**config.mk**
```make
export PLATFORM = sky130hd
export DESIGN_NAME = exe_result_fifo_flat
export DESIGN_NICKNAME = d
export VERILOG_FILES = /design/src/rtl/exe_result_fifo_if.sv /design/src/rtl/exe_result_fifo.sv /design/src/flat_wrapper.sv
export SDC_FILE = /design/constraint.sdc
export NUM_CORES = 1
export LEC_CHECK = 0
export CAP_MARGIN = 20
export CORE_MARGIN = 10
export CORE_UTILIZATION = 25
export DETAILED_ROUTE_END_ITERATION = 8
export GPL_TIMING_DRIVEN = 0
export PLACE_DENSITY = 0.46
export SYNTH_ARGS = -nofsm -noshare
export SYNTH_HDL_FRONTEND = slang
export SYNTH_SLANG_ARGS = --single-unit
```
**constraint.sdc**
```tcl
create_clock -name i_clk -period 5.8 [get_ports i_clk]
set_input_delay 1.74 -clock i_clk [delete_from_list [all_inputs] [get_ports i_clk]]
set_output_delay 1.74 -clock i_clk [all_outputs]
set_load 0.005 [all_outputs]
```
**src/rtl/exe_result_fifo_if.sv**
```systemverilog
// Result-queue bus: upstream push handshake, writeback pop handshake and status.
// The slave modport is the queue itself; master is the surrounding logic.
interface exe_result_fifo_if #(
   parameter int WIDTH = 32,
   parameter int DEPTH = 4,
   parameter int CNT_W = 8
);
   logic                     i_valid;
   logic                     o_ready;
   logic [3:0]               i_oper;
   logic [WIDTH-1:0]         i_result;
   logic                     i_error;
   logic                     i_carry;
   logic                     o_valid;
   logic                     i_ready;
   logic [3:0]               o_oper;
   logic [WIDTH-1:0]         o_result;
   logic                     o_error;
   logic                     o_carry;
   logic [$clog2(DEPTH):0]   o_count;
   logic                     o_sticky_error;
   logic                     o_sticky_carry;
   logic                     i_clr_sticky;
   logic [CNT_W-1:0]         o_err_cnt;

   modport slave (
      input  i_valid, i_oper, i_result, i_error, i_carry, i_ready, i_clr_sticky,
      output o_ready, o_valid, o_oper, o_result, o_error, o_carry, o_count,
             o_sticky_error, o_sticky_carry, o_err_cnt
   );

   modport master (
      output i_valid, i_oper, i_result, i_error, i_carry, i_ready, i_clr_sticky,
      input  o_ready, o_valid, o_oper, o_result, o_error, o_carry, o_count,
             o_sticky_error, o_sticky_carry, o_err_cnt
   );
endinterface

```
**src/rtl/exe_result_fifo.sv**
```systemverilog
// FWFT result queue with sticky error/carry and saturating error count; 1-cycle push-to-head latency.
// Backpressure: o_ready drops only when full (from registered count); i_ready never bypasses a full queue.
module exe_result_fifo #(
   parameter int WIDTH = 32,
   parameter int DEPTH = 4,
   parameter int CNT_W = 8
) (
   input  logic              i_clk,
   input  logic              i_rsn,
   exe_result_fifo_if.slave  bus
);
   localparam int AW = $clog2(DEPTH);
   localparam int CW = AW + 1;

   typedef struct packed {
      logic [3:0]       oper;
      logic [WIDTH-1:0] result;
      logic             error;
      logic             carry;
   } entry_t;

   entry_t            mem [DEPTH];
   entry_t            head;
   logic [AW-1:0]     wr_ptr;
   logic [AW-1:0]     rd_ptr;
   logic [CW-1:0]     count;
   logic              sticky_error;
   logic              sticky_carry;
   logic [CNT_W-1:0]  err_cnt;
   logic              push;
   logic              pop;
   logic              push_err;
   logic              push_carry;

   assign bus.o_ready = !i_rsn && (count < CW'(DEPTH));
   assign bus.o_valid = !i_rsn && (count != '0);
   assign push        = bus.i_valid && bus.o_ready;
   assign pop         = bus.o_valid && bus.i_ready;
   assign push_err    = push && bus.i_error;
   assign push_carry  = push && bus.i_carry;

   // Head fields are forced to zero whenever nothing is queued.
   assign head         = mem[rd_ptr];
   assign bus.o_oper   = bus.o_valid ? head.oper   : '0;
   assign bus.o_result = bus.o_valid ? head.result : '0;
   assign bus.o_error  = bus.o_valid ? head.error  : 1'b0;
   assign bus.o_carry  = bus.o_valid ? head.carry  : 1'b0;

   assign bus.o_count        = count;
   assign bus.o_sticky_error = sticky_error;
   assign bus.o_sticky_carry = sticky_carry;
   assign bus.o_err_cnt      = err_cnt;

   always_ff @(posedge i_clk) begin
      if (i_rsn) begin
         wr_ptr       <= '0;
         rd_ptr       <= '0;
         count        <= '0;
         sticky_error <= 1'b0;
         sticky_carry <= 1'b0;
         err_cnt      <= '0;
         for (int i = 0; i < DEPTH; i++) begin
            mem[i] <= '0;
         end
      end else begin
         if (push) begin
            mem[wr_ptr] <= '{oper: bus.i_oper, result: bus.i_result,
                             error: bus.i_error, carry: bus.i_carry};
            wr_ptr      <= wr_ptr + 1'b1;
         end
         if (pop) begin
            rd_ptr <= rd_ptr + 1'b1;
         end
         case ({push, pop})
            2'b10:   count <= count + 1'b1;
            2'b01:   count <= count - 1'b1;
            default: count <= count;
         endcase

         // A same-edge flagged push takes priority over the clear.
         if (push_err)               sticky_error <= 1'b1;
         else if (bus.i_clr_sticky)  sticky_error <= 1'b0;
         if (push_carry)             sticky_carry <= 1'b1;
         else if (bus.i_clr_sticky)  sticky_carry <= 1'b0;

         if (bus.i_clr_sticky)
            err_cnt <= push_err ? CNT_W'(1) : '0;
         else if (push_err && (err_cnt != {CNT_W{1'b1}}))
            err_cnt <= err_cnt + 1'b1;
      end
   end
endmodule

```
**src/flat_wrapper.sv**
```systemverilog
// flat-port wrapper written by rule: the top's interface ports become plain ports
module exe_result_fifo_flat 
#(
   parameter int WIDTH = 32,
   parameter int DEPTH = 4,
   parameter int CNT_W = 8
)
  (i_clk, i_rsn, bus_i_valid, bus_i_oper, bus_i_result, bus_i_error, bus_i_carry, bus_i_ready, bus_i_clr_sticky, bus_o_ready, bus_o_valid, bus_o_oper, bus_o_result, bus_o_error, bus_o_carry, bus_o_count, bus_o_sticky_error, bus_o_sticky_carry, bus_o_err_cnt);
  exe_result_fifo_if #(.WIDTH(WIDTH), .DEPTH(DEPTH), .CNT_W(CNT_W)) bus_i ();
  input  logic i_clk;
  input  logic i_rsn;
  input wire logic [$bits(bus_i.i_valid)-1:0] bus_i_valid;
  input wire logic [$bits(bus_i.i_oper)-1:0] bus_i_oper;
  input wire logic [$bits(bus_i.i_result)-1:0] bus_i_result;
  input wire logic [$bits(bus_i.i_error)-1:0] bus_i_error;
  input wire logic [$bits(bus_i.i_carry)-1:0] bus_i_carry;
  input wire logic [$bits(bus_i.i_ready)-1:0] bus_i_ready;
  input wire logic [$bits(bus_i.i_clr_sticky)-1:0] bus_i_clr_sticky;
  output wire logic [$bits(bus_i.o_ready)-1:0] bus_o_ready;
  output wire logic [$bits(bus_i.o_valid)-1:0] bus_o_valid;
  output wire logic [$bits(bus_i.o_oper)-1:0] bus_o_oper;
  output wire logic [$bits(bus_i.o_result)-1:0] bus_o_result;
  output wire logic [$bits(bus_i.o_error)-1:0] bus_o_error;
  output wire logic [$bits(bus_i.o_carry)-1:0] bus_o_carry;
  output wire logic [$bits(bus_i.o_count)-1:0] bus_o_count;
  output wire logic [$bits(bus_i.o_sticky_error)-1:0] bus_o_sticky_error;
  output wire logic [$bits(bus_i.o_sticky_carry)-1:0] bus_o_sticky_carry;
  output wire logic [$bits(bus_i.o_err_cnt)-1:0] bus_o_err_cnt;
  assign bus_i.i_valid = bus_i_valid;
  assign bus_i.i_oper = bus_i_oper;
  assign bus_i.i_result = bus_i_result;
  assign bus_i.i_error = bus_i_error;
  assign bus_i.i_carry = bus_i_carry;
  assign bus_i.i_ready = bus_i_ready;
  assign bus_i.i_clr_sticky = bus_i_clr_sticky;
  assign bus_o_ready = bus_i.o_ready;
  assign bus_o_valid = bus_i.o_valid;
  assign bus_o_oper = bus_i.o_oper;
  assign bus_o_result = bus_i.o_result;
  assign bus_o_error = bus_i.o_error;
  assign bus_o_carry = bus_i.o_carry;
  assign bus_o_count = bus_i.o_count;
  assign bus_o_sticky_error = bus_i.o_sticky_error;
  assign bus_o_sticky_carry = bus_i.o_sticky_carry;
  assign bus_o_err_cnt = bus_i.o_err_cnt;
  exe_result_fifo #(.WIDTH(WIDTH), .DEPTH(DEPTH), .CNT_W(CNT_W)) u_core (.i_clk(i_clk), .i_rsn(i_rsn), .bus(bus_i));
endmodule
```
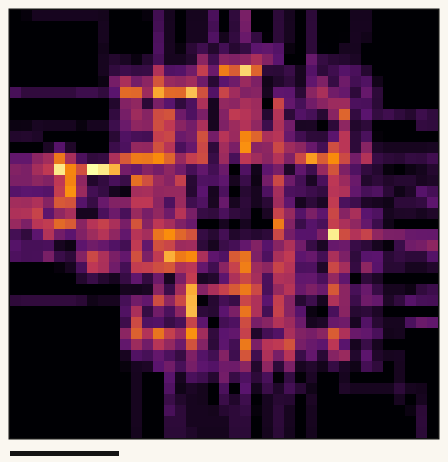
Fig. 1. Signal metal coverage by tile (run 1).
Scale bar: 50 um. The die is cut into 39 by 39 equal tiles; black is low, pale yellow is high, scaled to the fullest tile. Values are wire area over tile area, all layers added.
- tiles over half the peak: 8.7%
- fullest tile: 0.44
- emptiest ninth of the die: bottom left
- mean over tiles: 0.083
- nearly empty tiles: 30%
total number of vias: 4559
WL final: 20.32 mm

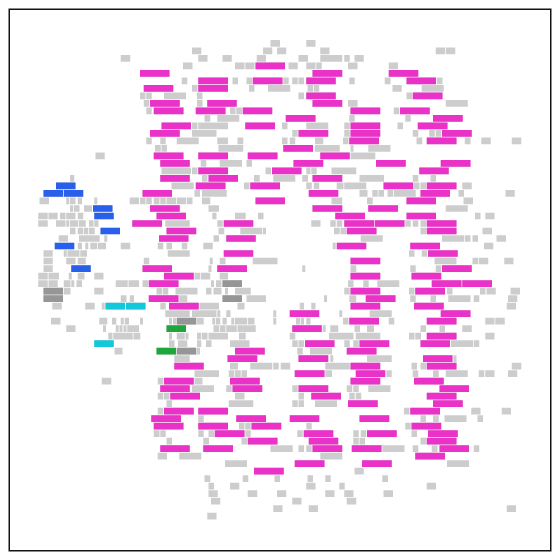
Fig. 2. Register map, names as in the netlist (run 1).
- `u_core.rd_ptr`: green (sequential cells 2)
- `u_core.bus.o_err_cnt`: blue (sequential cells 8)
- `u_core.bus.o_count`: cyan (sequential cells 3)
- `u_core.mem`: magenta (sequential cells 152)
register area: 0.004945 mm2
Util after Layout: 0.3228

==> results.toml, run 1 <==
# physical design summary
[run_status]
status = "completed"

[finish]
clk_share = 0.06137
comb_area_frac = 0.2604
largest_reg_flops = 152

[logic_synthesis]
synth_nets = 558
ys_seq_frac = 0.6408
fa_ha_area_frac = 0.005838
ys_chip_area_mm2 = 0.007716
synthMuxAreaShare = 0.1148
top_area_cell = "edfxtp_1"
ys_cells = 512
synth_flops = 171
synthFlopType = "edfxtp_1"
synthCells = 512

[final_timing]
worst_slack_ns = 0.3428
min_period_over_period = 0.9409
finalHoldViolCount = 0
period_minus_slack_ns = 5.457
tightest_slew_ns = 0.7813

[clocking]
htree_levels = 4
cts.repair.resized = 0
clk_path_buf_depth = 2
cts_hold_buf = 0
clock_sinks = 171

[power]
clock_power_share = 0.399
power.density_mw_per_mm2 = 299.7
clock_power_w = 0.00118

[critical_path]
worstPathMaxFanout = 10
cpPeakStageDelay_ns = 0.57
cpMostUsedCell = "clkbuf_1"
cp-startpoint = "i_rsn"

[place]
place.gp.congestion = 0.7392
io_buffers = 94

[global_route]
grt_max_degree = 24
grt_pass1_wl_mm = 31.03
grt_overflow = 0
grtUsageMet1 = 0.1302
grt_pass1_vias = 5092

[detailed_routing]
drt_iter0_markers = 235
first_pass_iters = 4

[job]
warnings = 26

[die]
die-area_mm2 = 0.03829
die_x_um = 195.7
initCoreUtil = 0.2529

[hold_path]
hold_start = "u_core.rd_ptr[1]"
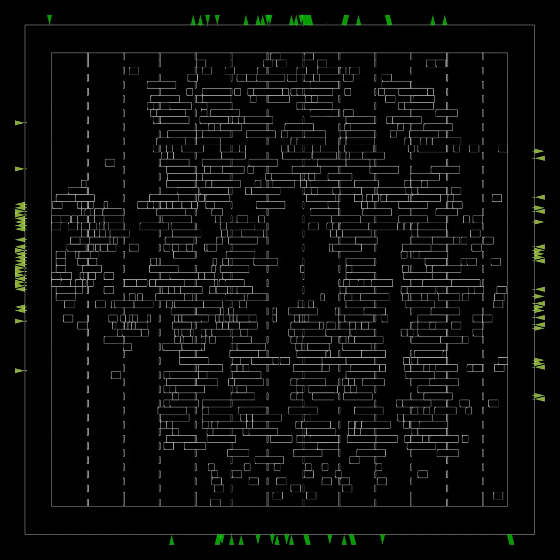
Fig. 3. Placement view (run 1).
final-layout fill cell count: 2968
flop count: 171
area of the core: 0.03051 mm2

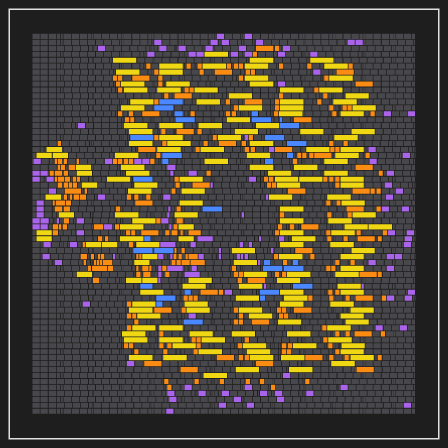
Fig. 4. Cells colored by class (run 1).
Fill, decap, tap and diode cells in gray.
- flops: yellow (cells 171)
- clock drivers and dummy loads: blue (cells 32)
- all other logic: orange (cells 305)
- other buffers and delay cells: purple (cells 134)
post-route cell area: 0.009847 mm2
fraction of area in registers: 0.5022
num rows: 64

[run 1: through the flow]
step           instances    util  hold slack, ns  power, W  cell area, um2
2_1_floorplan        512       -          0.4280  0.001638            7716
3_3_place_gp        1002  0.3000          0.4410  0.001799            9153
3_5_place_dp        1006  0.3029          0.4512  0.001814            9240
4_1_cts             1038  0.3227          0.4621  0.002982            9844
5_1_grt             1038  0.3227          0.4815  0.003063            9844
6_report            1039  0.3228          0.4568  0.002951            9847
[run 1: final timing paths]
check | end | slack (ns) | depth (start not counted)
worst max-delay path | bus_o_result[13] | 0.34 | 6
worst min-delay path | u_core.rd_ptr[1] | 0.46 | 1
worst max register to register | u_core.mem[2][18] | 3.32 | 7
worst min register to register | u_core.rd_ptr[1] | 0.46 | 1
Fig. 5: run 1, zoomed window
Scale bar: 20 um. Window x 24 to 74, y 24 to 74 um. Cells in gray, sequential cells in the stronger gray; small squares are vias.
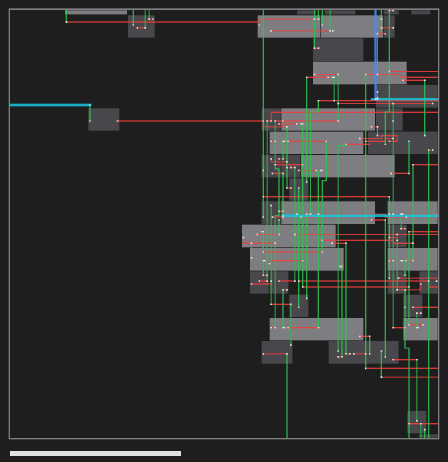

==> run 2, diff against run 1 <==
--- a/config.mk
+++ b/config.mk
@@ -6,11 +6,12 @@
 export NUM_CORES = 1
 export LEC_CHECK = 0
 export CAP_MARGIN = 20
-export CORE_MARGIN = 10
-export CORE_UTILIZATION = 25
+export CELL_PAD_IN_SITES_DETAIL_PLACEMENT = 1
+export CELL_PAD_IN_SITES_GLOBAL_PLACEMENT = 2
+export CORE_UTILIZATION = 30
 export DETAILED_ROUTE_END_ITERATION = 8
 export GPL_TIMING_DRIVEN = 0
-export PLACE_DENSITY = 0.46
+export PLACE_DENSITY = 0.67
 export SYNTH_ARGS = -nofsm -noshare
 export SYNTH_HDL_FRONTEND = slang
 export SYNTH_SLANG_ARGS = --single-unit
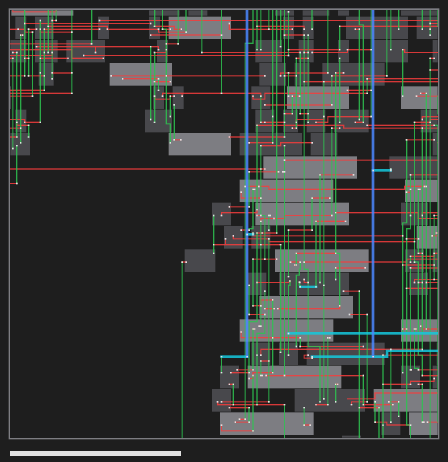
Fig. 6. Zoomed window (run 2).
Scale bar: 20 um. Window x 16 to 66, y 16 to 66 um. Cells in gray, sequential cells in the stronger gray; small squares are vias.
- met1: red
- met3: cyan
- met2: green
- met4: blue
- cells with their middle in the window: 63
- most frequent: and2_1 (10), edfxtp_1 (9), nor2_1 (5)
- sequential cells in the window: 13
- netlist names of flops here include: `u_core.mem` (9)

==> results.toml, run 2 <==
# physical design summary
[final_timing]
finalHoldViolCount = 0
tightest_slew_ns = 0.7950
worst_slack_ns = 0.2505
period_minus_slack_ns = 5.549
min_period_over_period = 0.9568

[detailed_routing]
vias = 4535
drt_iter0_markers = 180
top_layer_used = "met4"
first_pass_iters = 5
drt_wl_total_mm = 19.08

[run_status]
status = "completed"

[logic_synthesis]
edf_count = 152
synth_nets = 558
top_area_cell = "edfxtp_1"
fa_ha_area_frac = 0.005838
synthFlopType = "edfxtp_1"
top_area_frac = 0.5915
ys_seq_frac = 0.6408
synthMuxAreaShare = 0.1148
synth_flops = 171
ys_chip_area_mm2 = 0.007716
ys_cells = 512

[place]
place.gp.congestion = 0.7353
io_buffers = 94

[power]
power.density_mw_per_mm2 = 299.2
power_w = 0.002919

[critical_path]
reg2regPathDepth = 7
cpMostUsedCell = "clkbuf_1"
cp-startpoint = "i_rsn"
cp-endpoint = "bus_o_result[11]"
r2r_slack_ns = 3.24
end_kind = "output pin"
worstPathMaxFanout = 10
r2r-end = "u_core.mem[2][26]"

[finish]
final_nets = 675
clk_share = 0.06040
largest_reg_flops = 152
logic_gates = 301
sh_seq_area = 0.5068
comb_area_frac = 0.2628
seqCellArea_mm2 = 0.004945
nFlopsAndLatches = 171

[die]
coreArea_mm2 = 0.02518
die-area_mm2 = 0.02637
rows = 58
die_x_um = 162.4

[clocking]
clk_path_buf_depth = 2
insertion_delay_ns = 0.43
cts-root-buf = "clkbuf_16"
htree_levels = 4
cts_hold_buf = 0
clock_sinks = 171

[global_route]
grt_max_degree = 27
grtUsageMet1 = 0.1837
grt_pass1_wl_mm = 29.24
grt_overflow = 0
grt_pass1_vias = 5116

[hold_path]
min_to = "u_core.rd_ptr[1]"
hold_start = "u_core.rd_ptr[1]"
hold_depth = 1

[job]
warnings = 26
run 2: through the flow:
step / area [um2] / hold slack, ns / util / TNS (ns) / std cells
floorplan: 7716 / 0.4280 / - / 0 / 512
CTS: 9754 / 0.4650 / 0.3874 / 0 / 972
detailed placement: 9165 / 0.4475 / 0.3640 / 0 / 940
finish: 9757 / 0.4631 / 0.3875 / 0 / 973
global route: 9754 / 0.4924 / 0.3874 / 0 / 972
global placement: 9070 / 0.4409 / 0.3602 / -17.97 / 936
run 2: power breakdown:
part / internal (W) / switching, W / total (W) / leakage (nW)
registers: 0.00142 / 0.0000235 / 0.00145 / 1.72
logic: 0.000164 / 0.000162 / 0.000327 / 1.56
clock network: 0.000645 / 0.000502 / 0.00115 / 0.280
No activity file was given, so power comes from the tool's default toggle rates.
